===== src/rtl/ctr_sched_pkg.sv =====
// Shared types and defaults for the involuntary counter scheduler.
// Imported by the priority encoder and the scheduler top.
package ctr_sched_pkg;

    localparam int NCTR_DEF = 8;
    localparam int AW_DEF   = 3;

    typedef enum logic {
        IDLE  = 1'b0,
        CYCLE = 1'b1
    } state_t;

    typedef logic [AW_DEF-1:0] ctr_idx_t;

endpackage


===== src/rtl/ctr_prio_enc.sv =====
// Lowest-index-wins priority encoder over the pending request vector.
// Channel 0 has the highest priority.
module ctr_prio_enc
    import ctr_sched_pkg::*;
#(
    parameter int NCTR = NCTR_DEF,
    parameter int AW   = AW_DEF
) (
    input  logic [NCTR-1:0] req,
    output logic [AW-1:0]   idx,
    output logic            valid
);

    // Scan downward so the lowest set index is the last one written.
    always_comb begin
        idx   = '0;
        valid = 1'b0;
        for (int i = NCTR - 1; i >= 0; i--) begin
            if (req[i]) begin
                idx   = AW'(i);
                valid = 1'b1;
            end
        end
    end

endmodule


===== src/rtl/counter_priority_sched.sv =====
// Steals memory cycles for counter PINC/MINC requests at T12 boundaries.
// Latches requests, grants the lowest pending channel, tracks overruns.
module counter_priority_sched
    import ctr_sched_pkg::*;
#(
    parameter int NCTR = NCTR_DEF,
    parameter int AW   = AW_DEF
) (
    input  logic            CLOCK,
    input  logic            SIM_RST,
    input  logic            T12,
    input  logic            GOJAM,
    input  logic            STOP,
    input  logic [NCTR-1:0] PINC,
    input  logic [NCTR-1:0] MINC,
    input  logic            OVRUN_CLR,
    output logic            CTROR,
    output logic [AW-1:0]   CADR,
    output logic            CPLUS,
    output logic            CMINUS,
    output logic            CGNT,
    output logic [NCTR-1:0] PEND,
    output logic [NCTR-1:0] OVRUN
);

    state_t          state;
    logic [NCTR-1:0] pend_plus;
    logic [NCTR-1:0] pend_minus;
    logic [NCTR-1:0] ovrun_q;
    logic [AW-1:0]   cadr_q;
    logic            cplus_q;
    logic            cminus_q;
    logic            cgnt_q;

    logic [AW-1:0]   g_idx;
    logic            g_valid;
    logic            grant;
    logic            g_plus;
    logic [NCTR-1:0] g_onehot;
    logic [NCTR-1:0] keep_plus;
    logic [NCTR-1:0] keep_minus;
    logic [NCTR-1:0] np;
    logic [NCTR-1:0] nm;
    logic [NCTR-1:0] cancel;
    logic [NCTR-1:0] ovr_set;

    ctr_prio_enc #(
        .NCTR (NCTR),
        .AW   (AW)
    ) u_enc (
        .req   (pend_plus | pend_minus),
        .idx   (g_idx),
        .valid (g_valid)
    );

    // Eligibility looks only at registered pend, so a same-edge request waits.
    assign grant    = T12 & ~GOJAM & ~STOP & g_valid;
    assign g_plus   = pend_plus[g_idx];
    assign g_onehot = grant ? (NCTR'(1) << g_idx) : '0;

    // Granted bit is retired before capture, so a same-edge request re-latches.
    assign keep_plus  = pend_plus  & ~(g_onehot & {NCTR{g_plus}});
    assign keep_minus = pend_minus & ~(g_onehot & {NCTR{~g_plus}});
    assign np         = keep_plus  | PINC;
    assign nm         = keep_minus | MINC;
    assign cancel     = np & nm;
    assign ovr_set    = ((PINC & keep_plus) | (MINC & keep_minus)) & ~cancel;

    always_ff @(posedge CLOCK or posedge SIM_RST) begin
        if (SIM_RST) begin
            ovrun_q <= '0;
        end else begin
            ovrun_q <= (ovrun_q & ~{NCTR{OVRUN_CLR}})
                     | (ovr_set & {NCTR{~GOJAM}});
        end
    end

    always_ff @(posedge CLOCK or posedge SIM_RST) begin
        if (SIM_RST) begin
            state      <= IDLE;
            pend_plus  <= '0;
            pend_minus <= '0;
            cadr_q     <= '0;
            cplus_q    <= 1'b0;
            cminus_q   <= 1'b0;
            cgnt_q     <= 1'b0;
        end else if (GOJAM) begin
            state      <= IDLE;
            pend_plus  <= '0;
            pend_minus <= '0;
            cadr_q     <= '0;
            cplus_q    <= 1'b0;
            cminus_q   <= 1'b0;
            cgnt_q     <= 1'b0;
        end else begin
            pend_plus  <= np & ~cancel;
            pend_minus <= nm & ~cancel;
            cgnt_q     <= grant;
            if (T12) begin
                if (grant) begin
                    state    <= CYCLE;
                    cadr_q   <= g_idx;
                    cplus_q  <= g_plus;
                    cminus_q <= ~g_plus;
                end else begin
                    state    <= IDLE;
                    cadr_q   <= '0;
                    cplus_q  <= 1'b0;
                    cminus_q <= 1'b0;
                end
            end
        end
    end

    assign CTROR  = (state == CYCLE);
    assign CADR   = cadr_q;
    assign CPLUS  = cplus_q;
    assign CMINUS = cminus_q;
    assign CGNT   = cgnt_q;
    assign PEND   = pend_plus | pend_minus;
    assign OVRUN  = ovrun_q;

endmodule

===== config.mk =====
export PLATFORM = sky130hd
export DESIGN_NAME = counter_priority_sched
export DESIGN_NICKNAME = d
export VERILOG_FILES = /design/src/rtl/ctr_sched_pkg.sv /design/src/rtl/ctr_prio_enc.sv /design/src/rtl/counter_priority_sched.sv
export SDC_FILE = /design/constraint.sdc
export NUM_CORES = 1
export LEC_CHECK = 0
export CAP_MARGIN = 20
export CORE_ASPECT_RATIO = 1.1
export CORE_UTILIZATION = 40
export CTS_CLUSTER_DIAMETER = 80
export DETAILED_ROUTE_END_ITERATION = 12
export PLACE_DENSITY_LB_ADDON = 0.25
export RECOVER_POWER = 100
export SKIP_LAST_GASP = 1
export SLEW_MARGIN = 30
export SYNTH_ARGS = -nofsm -noshare
export SYNTH_HDL_FRONTEND = slang
export SYNTH_HIERARCHICAL = 1
export SYNTH_SLANG_ARGS = --single-unit
export TNS_END_PERCENT = 30

===== constraint.sdc =====
create_clock -name CLOCK -period 3.3 [get_ports CLOCK]
set_input_delay 0.66 -clock CLOCK [delete_from_list [all_inputs] [get_ports CLOCK]]
set_output_delay 0.66 -clock CLOCK [all_outputs]
set_load 0.01 [all_outputs]

==> results_slide.txt <==
Run Summary

Power
  – Power per standard cell area: 421 mW/mm2
  – Gate power share: 0.212
  – Leading power group: sequential cells
  – Clock network power: 0.392 mW
  – Leakage dissipation: 1.04 nW
  – Peak supply drop: 0.336 mV
  – Combinational power: 0.217 mW
  – Sw Ratio: 0.274
  – Switching pwr: 0.280 mW
  – Tot Pwr: 1.02 mW
  – Seq power: 0.414 mW
  – Internal power contribution: 0.743 mW
  – Clock share of power: 0.383

Global routing
  – Via count of the first global-routing pass: 1552
  – Initial antenna violation count: 0
  – Global-route wire length before repair: 7370 um
  – Met1 track utilization from global routing: 0.281
  – Met2 Use GR: 0.312
  – Overall fraction of global-route tracks in use: 0.207
  – Busiest grt layer: met2

Setup path
  – Crit path cell chain: or2_2, nor2_1, o21ai_0, a211oi_1, clkbuf_1, mux4_2, mux2i_1, o21ai_0
  – Longest individual stage delay on the worst path: 0.59 ns
  – Kind of start point of the critical path: flip-flop
  – Crit Reg-Reg Startpoint: pend_plus[5]
  – CP Launch Point: pend_plus[5]
  – Number of cells traversed by the worst register-to-register path: 8
  – Required time at the endpoint of the critical path: 3.47 ns
  – Crit-path leading delay family: multiplexers
  – Master of the slowest instance on the critical path: mux4_2
  – Most Frequent Cell on Critical Path: o21ai_0
  – Critical R2R Capture: CPLUS
  – Reg-to-reg setup timing slack: 0.45 ns
  – Buffering stage count on the worst path with inverters included: 1
  – Endpoint kind of the worst setup timing path: flip-flop

Final timing
  – Total of endpoints with negative setup slack in the final report: 0
  – Transition time at the pin with the least slew margin: 1.67 ns
  – Setup Total Neg Slack: 0 ns
  – Final slew viol count: 32
  – Worst slew margin: -0.116
  – Minimum hold slack: 0.484 ns
  – Timing-limited maximum frequency: 0.351 GHz
  – Post-layout min period: 2.85 ns
  – Clock skew after layout: 0.00732 ns

Logic synthesis
  – Yosys reg bits: 31
  – Distinct cells, synth: 51
  – Syn. warnings: 6
  – Combined area of all synthesized cells: 0.00181 mm2
  – Fraction of registers with async set/reset: 1.00
  – Main flop type: dfrtp_1
  – # Cells Yosys: 190
  – Flip-flops with a built-in enable: 0
  – Post-Syn Area per Cell: 9.54 um2
  – Syn Inst Count: 190

Hold path
  – End of the worst hold path: CTROR
  – Worst hold stages: 2
  – Path type of the worst min-delay path: reg2reg
  – Hold Crit Start: CTROR

Flow run
  – Tally of OpenROAD warnings: 26
  – # Max-Cap Violations: 1

Place
  – Global placer's final weighted congestion: 0.904
  – Cell Count Post-Placement: 286
  – Cell area after placement: 0.00233 mm2
  – Number of buffer cells added on primary ports: 44
  – Post-DP HPWL: 3250 um
  – Placement Setup Slack: 0.617 ns

Routing
  – Uppermost signal routing layer after detailed routing: met4
  – Vias: 1694
  – Vias per Instance: 5.76
  – Met3 WL post-DR: 173 um
  – Met1 Wirelength: 2100 um
  – Antenna Violating Nets Remaining: 0
  – First-pass iteration count of the detailed router: 4
  – Post-route DRC: 0
  – Routed wire length: 4450 um
  – Detail-routed net length per standard cell: 15.1 um

Clock network
  – Resized cells post-CTS: 0
  – Clk latency late pin: 0.29 ns
  – TritonCTS Buffers: 5
  – Clock tree root driver cell: clkbuf_8
  – Clock transition at path regs: 0.07 ns
  – Clock Sink Count: 31
  – CTS tree: built
  – Max clock buf depth: 2

Cells and area
  – Number of clock buffers in the layout: 6
  – Multi-input logic portion of the cell area: 0.392
  – Most used cells in the layout excluding fill and tap cells: dfrtp_1, dlygate4sd3_1, clkdlybuf4s50_1
  – Layout Nets: 261
  – Final non-filler cell area: 0.00243 mm2
  – Sequential share of cell area: 0.319
  – Non-clock buffers, area share: 0.195
  – Area growth syn-to-layout: 34.0%
  – Storage element area: 776 um2
  – Signal buffers: 50
  – Top cell excl fill/tap: dfrtp_1
  – Antenna fix cells: 0
  – Non-clock inverter instance count of the final layout: 11
  – Comb area: 952 um2
  – Registers: 31
  – Share of final-layout standard cells stronger than drive strength 1: 0.100

Die
  – I/O pins: 45
  – TAP cells: 54
  – Share of the core filled by cells before placement: 0.420
  – Count of standard-cell rows: 25

Run status
  – Violated checks: capacitance limit, slew limit
  – Result of the run: finished, violations left
[cells by family after synthesis]
kind of cell / count (synthesis) / share of synthesized area
AND-OR/OR-AND: 50 / 0.211
buffers and inverters: 19 / 0.0407
flip-flops: 31 / 0.428
multiplexers: 3 / 0.0304
AND/OR/NAND/NOR: 87 / 0.290
[synth_stat cells, drive strengths merged, types with 3 or more instances]
library cell,count,area [um2]
clkbuf,6,22.5
dfrtp,31,776
nor2,16,60.1
a22o,3,26.3
nand4,3,18.8
or4,4,30.0
a211oi,4,30.0
a21oi,6,30.0
o21ai,8,40.0
or2,9,56.3
nor3,8,40.0
inv,11,41.3
nor2b,3,18.8
nor4,5,37.5
nand3b,3,22.5
nand2,9,33.8
nand3,7,35.0
nor4b,7,61.3
a2111oi,5,50.0
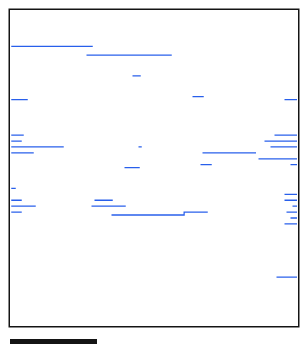
met3.png
The bar under the picture is 20 um long.
longest straight run = 19.3 um
nets with wire on the layer = 29
wire length on this layer = 174 um
main direction = horizontal

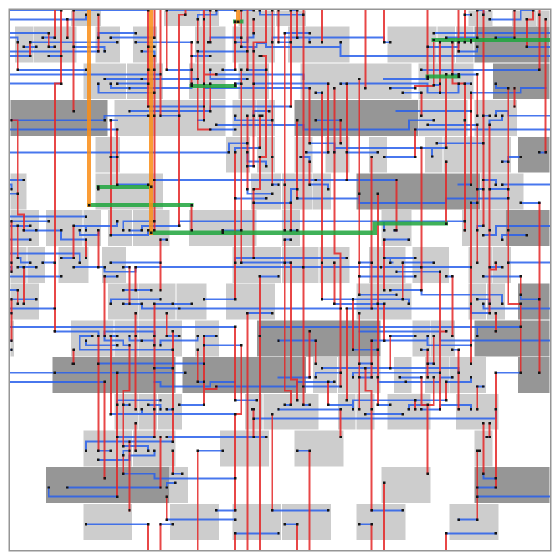
zoom.png
Window x 13 to 53, y 2 to 42 um. Cells in grey, sequential cells in the stronger grey; small squares are vias.
green -> met3
blue -> met1
red -> met2
orange -> met4
most frequent = dfrtp_1 (10), nor2_1 (8)
netlist names of flops here include = pend_plus (4), OVRUN (2), pend_minus (2)
sequential cells in the window = 10
cells with their middle in the window = 104

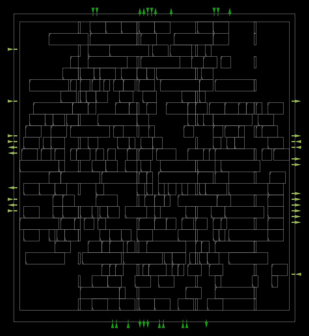
final_placement.png
final standard cell count with taps included and fillers excluded: 294
Finished Core Util: 0.563
number of fill cells: 414

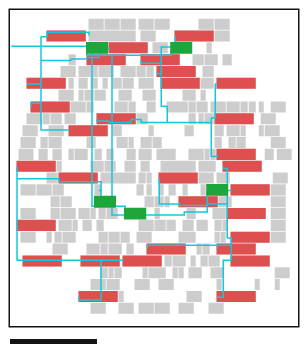
clock_map.png
The bar under the picture is 20 um long.
green -> cells driving clock nets  # count 5
red -> flip-flops  # count 31
cyan -> clock wires  # length 469 um
routed clock nets = 6
flops lie = all over the die

No activity file was given, so power comes from the tool's default toggle rates.
